==> config.mk <==
export PLATFORM = sky130hd
export DESIGN_NAME = pipe_buffer_chain
export DESIGN_NICKNAME = d
export VERILOG_FILES = /design/src/rtl/pipe_pkg.sv /design/src/rtl/pipe_stage.sv /design/src/rtl/pipe_buffer_chain.sv
export SDC_FILE = /design/constraint.sdc
export NUM_CORES = 1
export LEC_CHECK = 0
export CAP_MARGIN = 20
export CORE_MARGIN = 3
export CORE_UTILIZATION = 42
export CTS_CLUSTER_SIZE = 28
export DETAILED_ROUTE_END_ITERATION = 8
export DONT_BUFFER_PORTS = 1
export PLACE_DENSITY_LB_ADDON = 0.2
export SETUP_SLACK_MARGIN = 0.05
export SLEW_MARGIN = 10
export SYNTH_ARGS = -nofsm -noshare
export SYNTH_HDL_FRONTEND = slang
export SYNTH_SLANG_ARGS = --single-unit
==> constraint.sdc <==
create_clock -name Clk -period 3.6 [get_ports Clk]
set_input_delay 0.9 -clock Clk [delete_from_list [all_inputs] [get_ports Clk]]
set_output_delay 0.9 -clock Clk [all_outputs]
set_load 0.02 [all_outputs]
==> src/rtl/pipe_pkg.sv <==
// -----------------------------------------------------------------------------
// pipe_pkg
// Shared constants and helpers for the pipe_buffer_chain block.
//   STAGES_MAX : largest supported number of register stages
//   OCC_W      : width of the occupancy output (holds 0..STAGES_MAX)
//   PERF_W     : width of the optional performance counters
//   popcount() : number of set bits in a STAGES_MAX-wide vector
// -----------------------------------------------------------------------------
package pipe_pkg;

    localparam int STAGES_MAX = 8;
    localparam int OCC_W      = 4;
    localparam int PERF_W     = 32;

    function automatic logic [OCC_W-1:0] popcount(input logic [STAGES_MAX-1:0] bits);
        logic [OCC_W-1:0] sum;
        sum = '0;
        for (int i = 0; i < STAGES_MAX; i++) begin
            sum = sum + OCC_W'(bits[i]);
        end
        return sum;
    endfunction

endpackage : pipe_pkg

==> src/rtl/pipe_stage.sv <==
// -----------------------------------------------------------------------------
// pipe_stage
// One slot of the buffer chain: a valid flag plus a payload register.
//   Clk        : clock, rising edge
//   Rst        : synchronous active-high reset (clears valid)
//   load       : an item arrives this cycle (wins over drain and kill)
//   drain      : the held item moves downstream this cycle
//   kill       : the held item is discarded this cycle
//   d          : incoming payload
//   valid, q   : registered valid flag and payload
// Parameter CLEAR_DATA makes the payload register clear on reset; it is set
// only for the output-side stage so the block's out_data reads 0 after reset.
// -----------------------------------------------------------------------------
module pipe_stage #(
    parameter int WIDTH      = 16,
    parameter bit CLEAR_DATA = 1'b0
) (
    input  logic             Clk,
    input  logic             Rst,
    input  logic             load,
    input  logic             drain,
    input  logic             kill,
    input  logic [WIDTH-1:0] d,
    output logic             valid,
    output logic [WIDTH-1:0] q
);

    // NOTE: sequential state is always written with <= so every flop samples
    // the pre-edge values of its neighbours, independent of process order.
    always_ff @(posedge Clk) begin
        if (Rst) begin
            valid <= 1'b0;
        end else if (load) begin
            valid <= 1'b1;
        end else if (drain || kill) begin
            valid <= 1'b0;
        end
    end

    // NOTE: payload registers carry no reset (they are qualified by valid);
    // only the output stage is cleared so the visible out_data is defined.
    // Writing only on load keeps an empty slot's payload from toggling.
    always_ff @(posedge Clk) begin
        if (Rst) begin
            if (CLEAR_DATA) begin
                q <= '0;
            end
        end else if (load) begin
            q <= d;
        end
    end

endmodule : pipe_stage

==> src/rtl/pipe_buffer_chain.sv <==
// -----------------------------------------------------------------------------
// pipe_buffer_chain
// A chain of STAGES valid/ready register slices with bubble collapse and a
// per-stage kill mask. Items move one stage per cycle towards the output and
// fill any empty slot ahead of them, even while the consumer stalls.
//
// Ports
//   Clk        : clock, all state on the rising edge
//   Rst        : synchronous active-high reset
//   in_valid   : upstream item present
//   in_data    : upstream payload (WIDTH)
//   in_ready   : stage 0 can take an item this cycle (forced 0 in reset)
//   out_valid  : last stage holds an item (registered)
//   out_data   : last-stage payload (registered, WIDTH)
//   out_ready  : downstream consumes the presented item this cycle
//   flush      : per-stage kill mask, bit k discards the item in stage k
//   occupancy  : number of valid stages
//   stall_cnt  : cycles with out_valid=1 and out_ready=0      (optional)
//   flush_cnt  : total number of valid items discarded by flush (optional)
//
// Build option: define PIPE_PERF_CNT_EN to add stall_cnt and flush_cnt.
// -----------------------------------------------------------------------------
module pipe_buffer_chain
    import pipe_pkg::*;
#(
    parameter int WIDTH  = 16,   // 1..256
    parameter int STAGES = 4     // 1..STAGES_MAX
) (
    input  logic              Clk,
    input  logic              Rst,
    input  logic              in_valid,
    input  logic [WIDTH-1:0]  in_data,
    output logic              in_ready,
    output logic              out_valid,
    output logic [WIDTH-1:0]  out_data,
    input  logic              out_ready,
    input  logic [STAGES-1:0] flush,
    output logic [OCC_W-1:0]  occupancy
`ifdef PIPE_PERF_CNT_EN
    ,
    output logic [PERF_W-1:0] stall_cnt,
    output logic [PERF_W-1:0] flush_cnt
`endif
);

    logic [STAGES-1:0]            valid;   // registered valid flags
    logic [STAGES-1:0][WIDTH-1:0] data;    // registered payloads
    logic [STAGES-1:0]            hold;    // valid and not killed this cycle
    logic [STAGES-1:0]            adv;     // stage hands its item forward
    logic                         room;    // running "slot ahead will be free"
    logic                         head_room;

    // Walk from the output side towards the input. 'room' says whether the
    // slot ahead of stage k is free at the next edge: it is free when the
    // downstream consumes (last stage) or when the next stage is empty,
    // killed, or itself advancing. A killed stage counts as empty, so the
    // stage behind it refills it in the same cycle.
    // NOTE: this combinational block uses blocking '=' and assigns every
    // output before the loop, so no latch is inferred and 'room' chains
    // correctly from one iteration to the next.
    always_comb begin
        hold      = valid & ~flush;
        adv       = '0;
        room      = out_ready;
        for (int k = STAGES - 1; k >= 0; k--) begin
            adv[k] = hold[k] & room;
            room   = ~hold[k] | room;
        end
        head_room = room;
    end

    // Stage 0 takes an item when it ends the cycle empty; depends on
    // out_ready through the advance chain, which is allowed.
    assign in_ready = ~Rst & head_room;

    for (genvar k = 0; k < STAGES; k++) begin : g_stage
        logic             stage_load;
        logic [WIDTH-1:0] stage_d;

        if (k == 0) begin : g_head
            assign stage_load = in_valid & in_ready;
            assign stage_d    = in_data;
        end else begin : g_body
            assign stage_load = adv[k-1];
            assign stage_d    = data[k-1];
        end

        pipe_stage #(
            .WIDTH      (WIDTH),
            .CLEAR_DATA (k == STAGES - 1)
        ) u_stage (
            .Clk   (Clk),
            .Rst   (Rst),
            .load  (stage_load),
            .drain (adv[k]),
            .kill  (flush[k]),
            .d     (stage_d),
            .valid (valid[k]),
            .q     (data[k])
        );
    end

    assign out_valid = valid[STAGES-1];
    assign out_data  = data[STAGES-1];
    assign occupancy = popcount(STAGES_MAX'(valid));

`ifdef PIPE_PERF_CNT_EN
    logic [OCC_W-1:0] killed;

    // Only stages that actually held an item count as discarded.
    assign killed = popcount(STAGES_MAX'(valid & flush));

    // Both counters wrap naturally at 2^32.
    always_ff @(posedge Clk) begin
        if (Rst) begin
            stall_cnt <= '0;
            flush_cnt <= '0;
        end else begin
            if (out_valid && !out_ready) begin
                stall_cnt <= stall_cnt + PERF_W'(1);
            end
            flush_cnt <= flush_cnt + PERF_W'(killed);
        end
    end
`endif

endmodule : pipe_buffer_chain

### PDN straps and rails

(6 px per micron) Pins as bars on the die edge. Tap cells in gray.
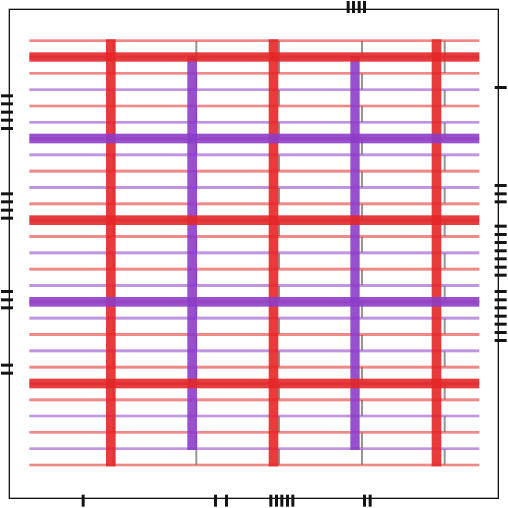
VSS -> red
VDD -> purple
signal pins = 46
tap cells = 70

### Cells colored by class

(6 px per micron) Fill, decap, tap and diode cells in gray.
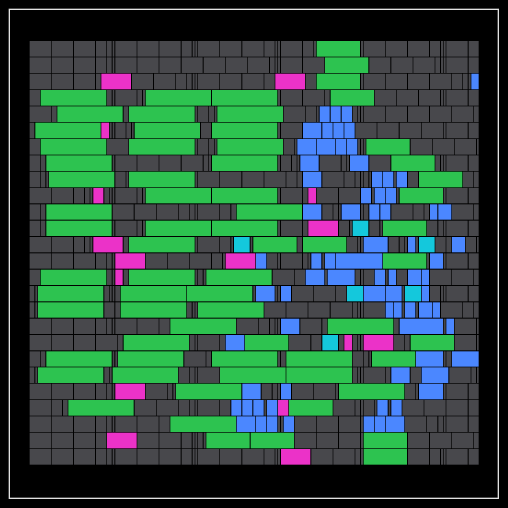
clock drivers and dummy loads -> magenta  # cells 16, share of their area 6.4%
flip-flops -> green  # cells 68, share of their area 72%
all other logic -> blue  # cells 75, share of their area 20%
other buffers and delay cells -> cyan  # cells 6, share of their area 1.8%

==> results.tsv <==
metric	value	unit
cts_setup_buffers	0	
edf_count	48	
slew-limit-headroom	0.557	
ys_cells	153	
top_logic_kind	simple AND/OR/NAND/NOR gates	
aoi_share	0.0836	
hold_ws	412	ps
top_register	g_stage.u_stage.q	
synthTopCellsByArea	edfxtp_1 (61%), dfxtp_1 (17%), or3b_2 (5.9%)	
post-route-util	0.499	
yosysTopAreaCell	edfxtp_1	
post_drt_via_cell_ratio	4.87	
timing_hold_violations_final	0	
ff_type	edfxtp_1	
clkSlewWorstSetupHoldPaths	60	ps
power_density	525	nW/um^2
warnings	26	
min_path_cells	0	
ys_sh_simple	0.0962	
setup_slack	650	ps
synthToLayoutAreaGrowth	11.3	%
top_area_frac	0.606	
drc	0	
grtUsageMet1	0.137	
crit_path_end_kind	primary output	
num_vias	1145	
grt_pass1_vias	1165	
seqPwrFrac	0.617	
p_sw	0.000267	W
p_comb	0.0000199	W
logic_area	492	sq um
rsz0062_at_grt	false	
drt_iter0_markers	46	
cp_data_arrival_time	2050	ps
reg2reg_to	g_stage[1].u_stage.q[8]	
portBuffers	0	
drt_pass1_iterations	3	
async_reset_ff_frac	0	
grt_use_met3	0.0621	
wl_per_cell	14.6	microns
die_x	81.3	microns
xor_area_frac	0	
htreeDepth	3	
crit_path_end	occupancy[1]	
cts_sinks	68	
p_int	0.00112	W
power.total	0.00139	W
worstPathRequired	2700	ps
maxCapViolCount	0	
hpwlAfterDp	2.37	mm
dieArea	6610	sq um
ys_ff	68	
powerSeq	0.000857	W
place_inst	218	
io_pins	46	
hp-class	register to register	
wl_met1	1.46	mm
cts.repair.resized	0	
n_antenna_cell	0	
ys_seq_share	0.774	
antenna_left	0	
grt_max_degree	25	
gp_routability_congestion	0.712	
min_period	2950	ps
crit_start	g_stage[3].u_stage.valid	
fmax	339	MHz
tightest_slew	661	ps
grt_use_met2	0.179	
fin_nets	187	
r2r_cells	4	
core_area	5300	sq um
pre_cts_ws	794	ps
top_cells_by_count	edfxtp_1 (48), dfxtp_1 (20), a21oi_1 (18)	
yosysMostFrequentCell	edfxtp_1	
cts-root-buf	clkbuf_8	
postLayoutCellArea	2650	sq um
top_power_group	registers	
worst-setup-path-type	register to primary output	
wl_met3	280	microns
cts_tree	yes	
status	completed	
cts_hold_buf	0	
ys_sh_adder	0.0189	
met2_length	1.58	mm
layoutNonFillerInstCount	235	
hold_end	g_stage[2].u_stage.q[8]	
cts_made_buffers	9	
placement_rows	26	
grt_pass1_wl	5.58	mm
synth.avg_cell_area	15.6	sq um
ys_area	2380	sq um
largest_reg_flops	64	
synthCells	153	
start_kind	register	
hp-start	g_stage[1].u_stage.q[8]	
synth_cell_type_count	21	
yosysWarnings	0	
setup_violations	0	
clockBufferDepth	2	
gr-total-overflow	0	
p_leak	0.855	nW
syn_area	2380	sq um
top_layer	met4	
busiest_layer	met2	
seq_area	1840	sq um
die_h	81.3	microns
ir_drop	0.000369	V
rr_startpoint	g_stage[3].u_stage.valid	
slew_violations	0	
antenna_found_initial	0	
fillers	458	
pwr-share-comb	0.014	
totalWireLength	3.42	mm
placed_cell_area	2480	sq um
floorplan.nets	180	
min_period_over_period	0.819	
fp_util	0.449	
reg_top3	g_stage.u_stage.q: 64 flops, g_stage.u_stage.valid: 4 flops	
netSwitchingFraction	0.192	
tns	0	ps
muxShareOfSynthArea	0	
crit_fanout	4	
reg2reg_slack	1590	ps
drive_gt1_frac	0.242	
grtUsageTotal	0.122	
### Clock wires, drivers and flops

(4 px per micron)
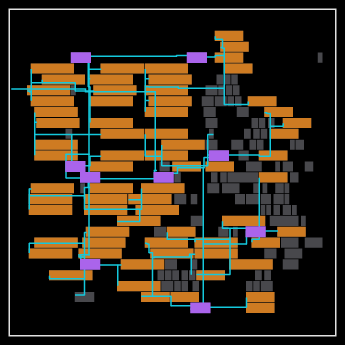
clock wires -> cyan  # length 728 microns
flip-flops -> orange  # count 68
cells driving clock nets -> purple  # count 9
routed clock nets = 10
clock share of power: 0.369
clock latency on the worst-skew pair: 330 ps
clk pwr: 0.000513 W
final clock skew: 6.68 ps

### Signal wires by layer

(6 px per micron)
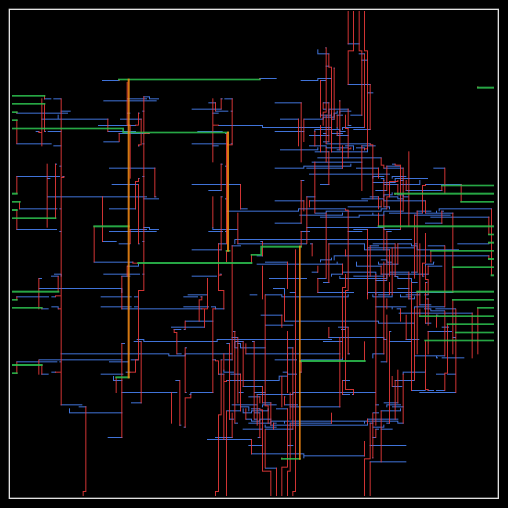
met3 -> green  # wire length 281 microns
met1 -> blue  # wire length 1460 microns
met4 -> orange  # wire length 105 microns
met2 -> red  # wire length 1580 microns

layout by cell type (no fill, tap or decap), types with 2 or more instances in the layout:
cell	netlist	final
clkbuf_1	8	3
clkinv_2	0	2
clkbuf_8	0	10
a21oi_1	18	18
nor2_1	4	4
edfxtp_1	48	48
buf_4	1	6
nand2b_1	4	4
ha_1	2	2
or3b_2	16	16
o21ai_0	16	16
dfxtp_1	20	20
inv_1	5	5
nor3b_2	0	2
layout make-up:
cell class,instances,area share
Clock buffer,13,0.0562
Multi-Input combinational cell,70,0.186
Inverter,5,0.00709
Clock inverter,3,0.00520
Tap cell,70,0.0331
Sequential cell,68,0.696
Timing Repair Buffer,6,0.0170
critical path, stage by stage (launching register included):
cell     delay, ps
dfxtp_1        480
inv_1          110
fa_1           530
inv_1           40
ha_1           170
ha_1           390
No activity file was given, so power comes from the tool's default toggle rates.
